`src/rtl/alu_sequencer_project_id.sv`:
```
// ----------------------------------------------------------------------------
// alu_sequencer_project_id
//
// Purpose: instruction sequencer for a 4-bit accumulator machine. An
// eight-phase bus cycle (A1-A3, M1, M2, X1-X3) fetches an opcode nibble (OPR)
// in M1 and an operand nibble (OPA) in M2. The latched OPR:OPA pair is decoded
// into ALU operand/operation selects for an external ALU. The accumulator,
// carry flag and register-file write strobe are committed from the ALU
// result on the edge that ends X1.
//
// Ports:
//   clock       - sole clock, rising edge
//   reset       - synchronous, active-high
//   data_in     - instruction bus nibble
//   result      - ALU result {carry_out, sum}
//   alu_op      - ALU operation (ADD=0, ROL=1, ROR=2, PASS=3)
//   alu_in0_sel - operand 0 (ACC, ACC_INV, REG, REG_INV, DATA, DATA_INV)
//   alu_in1_sel - operand 1 (ACC, REG, ONE, ONE_INV)
//   alu_cin_sel - carry in (ZERO, ONE, CARRY, CARRY_INV)
//   alu_data    - latched OPA, ALU data operand
//   acc         - accumulator
//   carry       - carry flag
//   reg_idx     - register-file index (latched OPA)
//   reg_we      - register-file write strobe (X1 of INC only)
//   reg_wdata   - register-file write data (result sum)
//   phase       - current bus phase 0..7
//   sync        - high during X3
// ----------------------------------------------------------------------------
module alu_sequencer_project_id #(
  parameter int DATA_W = 4
) (
  input  logic              clock,
  input  logic              reset,
  input  logic [DATA_W-1:0] data_in,
  input  logic [DATA_W:0]   result,
  output logic [2:0]        alu_op,
  output logic [2:0]        alu_in0_sel,
  output logic [1:0]        alu_in1_sel,
  output logic [1:0]        alu_cin_sel,
  output logic [DATA_W-1:0] alu_data,
  output logic [DATA_W-1:0] acc,
  output logic              carry,
  output logic [DATA_W-1:0] reg_idx,
  output logic              reg_we,
  output logic [DATA_W-1:0] reg_wdata,
  output logic [2:0]        phase,
  output logic              sync
);

  typedef enum logic [2:0] {
    PH_A1 = 3'd0, PH_A2 = 3'd1, PH_A3 = 3'd2, PH_M1 = 3'd3,
    PH_M2 = 3'd4, PH_X1 = 3'd5, PH_X2 = 3'd6, PH_X3 = 3'd7
  } phase_e;

  typedef enum logic [2:0] {
    ALU_ADD = 3'd0, ALU_ROL = 3'd1, ALU_ROR = 3'd2, ALU_PASS = 3'd3
  } alu_op_e;

  typedef enum logic [2:0] {
    IN0_ACC = 3'd0, IN0_ACC_INV = 3'd1, IN0_REG = 3'd2,
    IN0_REG_INV = 3'd3, IN0_DATA = 3'd4, IN0_DATA_INV = 3'd5
  } in0_sel_e;

  typedef enum logic [1:0] {
    IN1_ACC = 2'd0, IN1_REG = 2'd1, IN1_ONE = 2'd2, IN1_ONE_INV = 2'd3
  } in1_sel_e;

  typedef enum logic [1:0] {
    CIN_ZERO = 2'd0, CIN_ONE = 2'd1, CIN_CARRY = 2'd2, CIN_CARRY_INV = 2'd3
  } cin_sel_e;

  phase_e            phase_q;
  phase_e            phase_d;
  logic [DATA_W-1:0] opr;
  logic [DATA_W-1:0] opa;

  alu_op_e           op_sel;
  in0_sel_e          in0_sel;
  in1_sel_e          in1_sel;
  cin_sel_e          cin_sel;
  logic              wr_acc;
  logic              wr_carry;
  logic              wr_reg;
  logic              wr_phase;

  // Phase sequencer: free-running A1..X3 ring
  always_ff @(posedge clock) begin
    if (reset) begin
      phase_q <= PH_A1;
    end else begin
      phase_q <= phase_d;
    end
  end

  always_comb begin
    phase_d = phase_q;
    case (phase_q)
      PH_A1: phase_d = PH_A2;
      PH_A2: phase_d = PH_A3;
      PH_A3: phase_d = PH_M1;
      PH_M1: phase_d = PH_M2;
      PH_M2: phase_d = PH_X1;
      PH_X1: phase_d = PH_X2;
      PH_X2: phase_d = PH_X3;
      PH_X3: phase_d = PH_A1;
    endcase
  end

  // Instruction fetch: OPR in M1, OPA in M2
  always_ff @(posedge clock) begin
    if (reset) begin
      opr <= '0;
      opa <= '0;
    end else begin
      if (phase_q == PH_M1) opr <= data_in;
      if (phase_q == PH_M2) opa <= data_in;
    end
  end

  // Decode: selects follow the latched instruction; anything unrecognised
  // (including bytes of two-byte instructions) passes ACC and writes nothing.
  always_comb begin
    op_sel   = ALU_PASS;
    in0_sel  = IN0_ACC;
    in1_sel  = IN1_ACC;
    cin_sel  = CIN_ZERO;
    wr_acc   = 1'b0;
    wr_carry = 1'b0;
    wr_reg   = 1'b0;
    case (opr)
      4'h6: begin // INC Rn
        op_sel = ALU_ADD; in0_sel = IN0_REG; in1_sel = IN1_ONE;
        wr_reg = 1'b1;
      end
      4'h8: begin // ADD Rn
        op_sel = ALU_ADD; in0_sel = IN0_REG; cin_sel = CIN_CARRY;
        wr_acc = 1'b1; wr_carry = 1'b1;
      end
      4'h9: begin // SUB Rn: acc + ~Rn + ~carry
        op_sel = ALU_ADD; in0_sel = IN0_REG_INV; cin_sel = CIN_CARRY_INV;
        wr_acc = 1'b1; wr_carry = 1'b1;
      end
      4'hA: begin // LD Rn
        in0_sel = IN0_REG; cin_sel = CIN_CARRY;
        wr_acc = 1'b1;
      end
      4'hD: begin // LDM n
        in0_sel = IN0_DATA;
        wr_acc = 1'b1;
      end
      4'hF: begin
        case (opa)
          4'h0: begin // CLB: OPA is zero, so DATA pass clears both
            in0_sel = IN0_DATA;
            wr_acc = 1'b1; wr_carry = 1'b1;
          end
          4'h1: wr_carry = 1'b1; // CLC
          4'h2: begin // IAC
            op_sel = ALU_ADD; in1_sel = IN1_ONE;
            wr_acc = 1'b1; wr_carry = 1'b1;
          end
          4'h3: begin // CMC
            cin_sel = CIN_CARRY_INV;
            wr_carry = 1'b1;
          end
          4'h4: begin // CMA
            in0_sel = IN0_ACC_INV;
            wr_acc = 1'b1;
          end
          4'h5: begin // RAL
            op_sel = ALU_ROL; cin_sel = CIN_CARRY;
            wr_acc = 1'b1; wr_carry = 1'b1;
          end
          4'h6: begin // RAR
            op_sel = ALU_ROR; cin_sel = CIN_CARRY;
            wr_acc = 1'b1; wr_carry = 1'b1;
          end
          4'h8: begin // DAC: acc + 0xE + 1
            op_sel = ALU_ADD; in1_sel = IN1_ONE_INV; cin_sel = CIN_ONE;
            wr_acc = 1'b1; wr_carry = 1'b1;
          end
          4'hA: begin // STC
            cin_sel = CIN_ONE;
            wr_carry = 1'b1;
          end
          default: ;
        endcase
      end
      default: ;
    endcase
  end

  assign wr_phase = (phase_q == PH_X1);

  // Writeback: commit on the edge ending X1; reset in that cycle wins
  always_ff @(posedge clock) begin
    if (reset) begin
      acc   <= '0;
      carry <= 1'b0;
    end else if (wr_phase) begin
      if (wr_acc)   acc   <= result[DATA_W-1:0];
      if (wr_carry) carry <= result[DATA_W];
    end
  end

  assign alu_op      = op_sel;
  assign alu_in0_sel = in0_sel;
  assign alu_in1_sel = in1_sel;
  assign alu_cin_sel = cin_sel;
  assign alu_data    = opa;
  assign reg_idx     = opa;
  assign reg_wdata   = result[DATA_W-1:0];
  // Gated by reset so a reset landing in X1 cannot leak a register write.
  assign reg_we      = wr_phase & wr_reg & ~reset;
  assign phase       = phase_q;
  assign sync        = (phase_q == PH_X3) & ~reset;

endmodule

```
`config.mk`:
```
export PLATFORM = sky130hd
export DESIGN_NAME = alu_sequencer_project_id
export DESIGN_NICKNAME = d
export VERILOG_FILES = /design/src/rtl/alu_sequencer_project_id.sv
export SDC_FILE = /design/constraint.sdc
export NUM_CORES = 1
export LEC_CHECK = 0
export CORE_MARGIN = 10
export CORE_UTILIZATION = 25
export CTS_CLUSTER_DIAMETER = 200
export CTS_CLUSTER_SIZE = 10
export DETAILED_ROUTE_END_ITERATION = 8
export PLACE_DENSITY = 0.59
export SYNTH_ARGS = -nofsm -noshare
export SYNTH_HDL_FRONTEND = slang
export SYNTH_SLANG_ARGS = --single-unit
```
`constraint.sdc`:
```
create_clock -name clock -period 3 [get_ports clock]
set_input_delay 0.6 -clock clock [delete_from_list [all_inputs] [get_ports clock]]
set_output_delay 0.6 -clock clock [all_outputs]
set_load 0.03 [all_outputs]
```
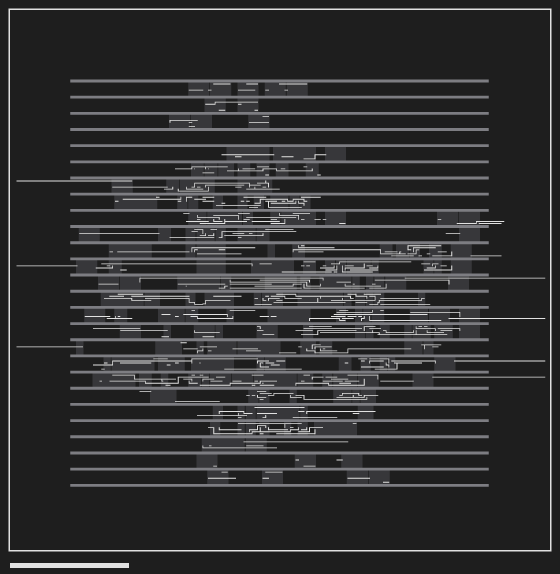
*M1 wires*
Bar = 20 um. Supply wires on this layer in grey. Cells faint in the background.
The layer carries 1520 um of wire. 171 nets have wire on it. The layer holds 45% of the routed length.
Routed WL: 3.38 mm
routed via count: 1148

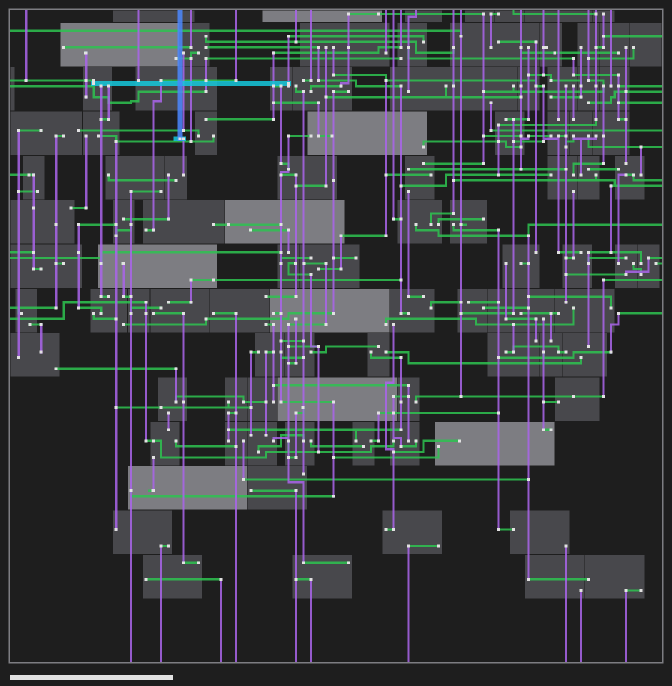
*Zoomed window*
Bar = 10 um. Window x 25 to 65, y 7 to 47 um. Cells in grey, sequential cells in the stronger grey; small squares are vias.
metal 1: drawn in green. metal 2: drawn in purple. metal 4: drawn in blue. metal 3: drawn in cyan.
87 logic cells have their middle in the window. Netlist names of flops here include alu_data (4), opr (3). Most frequent: nand2_1 (11), clkdlybuf4s50_1 (11). Sequential cells in the window: 8.

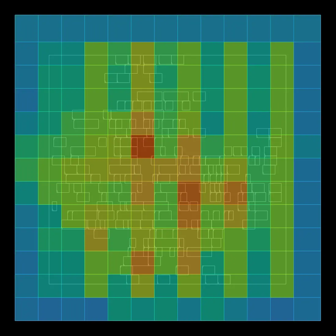
*Congestion heat map*
met3 Resource Use GR: 0.0266
routed len/inst: 13.5 um
Layout Utilization: 0.348
met2 Usage GRT: 0.127

==> impl_metrics.ini <==
; implementation run metrics
[status]
outcome = complete, no violations

[yosys]
ys_top_cells_by_count = dfxtp_1, nand3_1, nand2_1, nor2_1, a21oi_1
mappedNetlistNets = 174
enable_flop_cells = 0
compound_area_frac = 0.181
top_cell_area_share = 0.255
yosys-dominant-comb-family = simple AND/OR/NAND/NOR gates
yosys-stat-cells = 159
synthCells = 159
yosysWarnings = 0
syn_area_mm2 = 0.00125

[cts]
cts-root-buf = clkbuf_8
clk-insertion-delay-late_ns = 0.25
cts.repair_timing.setup_buffer_count = 0
cts_htree_levels = 1
cts_resized = 0

[final_timing]
timing.final.crit_share = 0.925
final.min_clock_period_ns = 2.77
setup_skew_after_layout_ns = 0.00299
rsz_0062_raised_after_global_routing = false

[power_and_ir_drop]
top_power_group = registers
peakVddDrop_mv = 0.165
switching_share = 0.277
total_power_uw = 529
power_density_mw_per_mm2 = 317

[worst_hold_path]
holdCritPathClass = flop to flop

[critical_path]
worst-endpoint-required_ns = 2.40
worst-path-buf-inv = 1
slowest_cp_cell = clkdlybuf4s50_1
timing.critical_path.cells = nand2_1 > or3_1 > a31o_1 > clkdlybuf4s50_1
worst-setup-path-type = flop to output port

[final_layout]
inverters_excl_clock = 3
fill_cells = 520
n_clock_buffer = 4
layout.area.top_class = logic gates
regArea_um2 = 320
fraction_of_layout_instances_using_a_drive_strength_above_1 = 0.0929
non_clock_buffer_area_share = 0.258

[route]
drc = 0
avgViaCountPerCell = 4.59
drtAntennaViolNets = 0

[global_route]
grt_pass1_vias = 1103
initial_antenna_violation_count = 0

[floorplanning]
rows = 25
fp_util = 0.262
tap_cells = 67

[flow_run]
stage_log_warnings = 29

[placed_design]
detailed_place_hpwl_mm = 2.61
gp_routability_congestion = 0.760
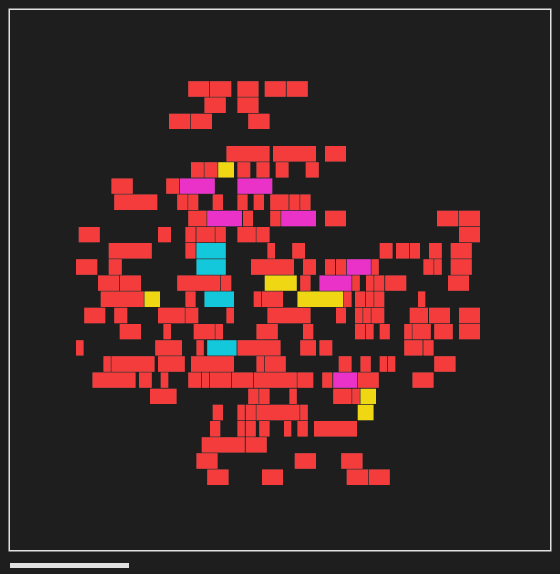
*Cell sizes after repair*
Bar = 20 um.
_2 cells: drawn in magenta, cells 7, most used a41oi_2. _0 and _1 cells: drawn in red, cells 166, most used clkdlybuf4s50_1. _6 and larger: drawn in cyan, cells 4, most used clkbuf_8. _3 and _4 cells: drawn in yellow, cells 6, most used buf_4.
post-synthesis to final-layout area growth: 33.0%
crit path setup slack, layout: 0.226 ns
Post-Layout Inst Area: 0.00167 mm2
Non-CTS buffers: 44

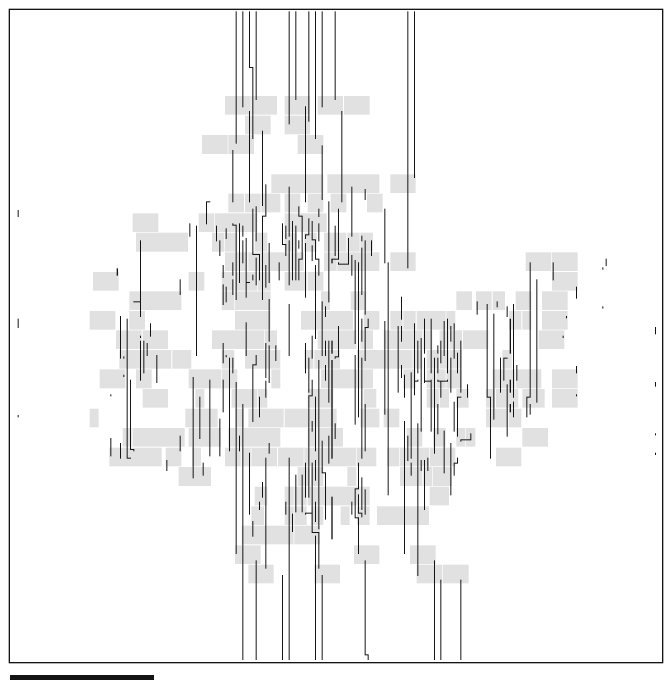
*Signal wires on met2*
Bar = 20 um. Cells faint in the background.
The layer holds 48% of the routed length. The longest straight run is 35.7 um. The wires run mostly vertical.

-- worst paths after layout --
kind	startpoint	to	slack (ns)	cells after the start
setup reg to reg	opr[3]$_SDFFE_PP0N_	acc[0]$_SDFFE_PP0P_	1.28	4
setup / recovery	opr[2]$_SDFFE_PP0N_	alu_op[1]	0.23	4
hold / removal	carry$_SDFFE_PP0P_	carry$_SDFFE_PP0P_	0.48	2
hold reg to reg	carry$_SDFFE_PP0P_	carry$_SDFFE_PP0P_	0.48	2
-- per-layer routing --
layer / up-vias / global-route usage / routed length (um)
met5: - / 0 / 0
met4: 0 / 0.0274 / 38
met3: 4 / 0.0266 / 218
met1: 527 / 0.0969 / 1520
li1: 590 / - / -
met2: 27 / 0.127 / 1610
-- state kept, by name (all words and copies together) (netlist names) --
register / count
phase: 3
opr: 4
acc: 4
alu_data: 4
carry: 1
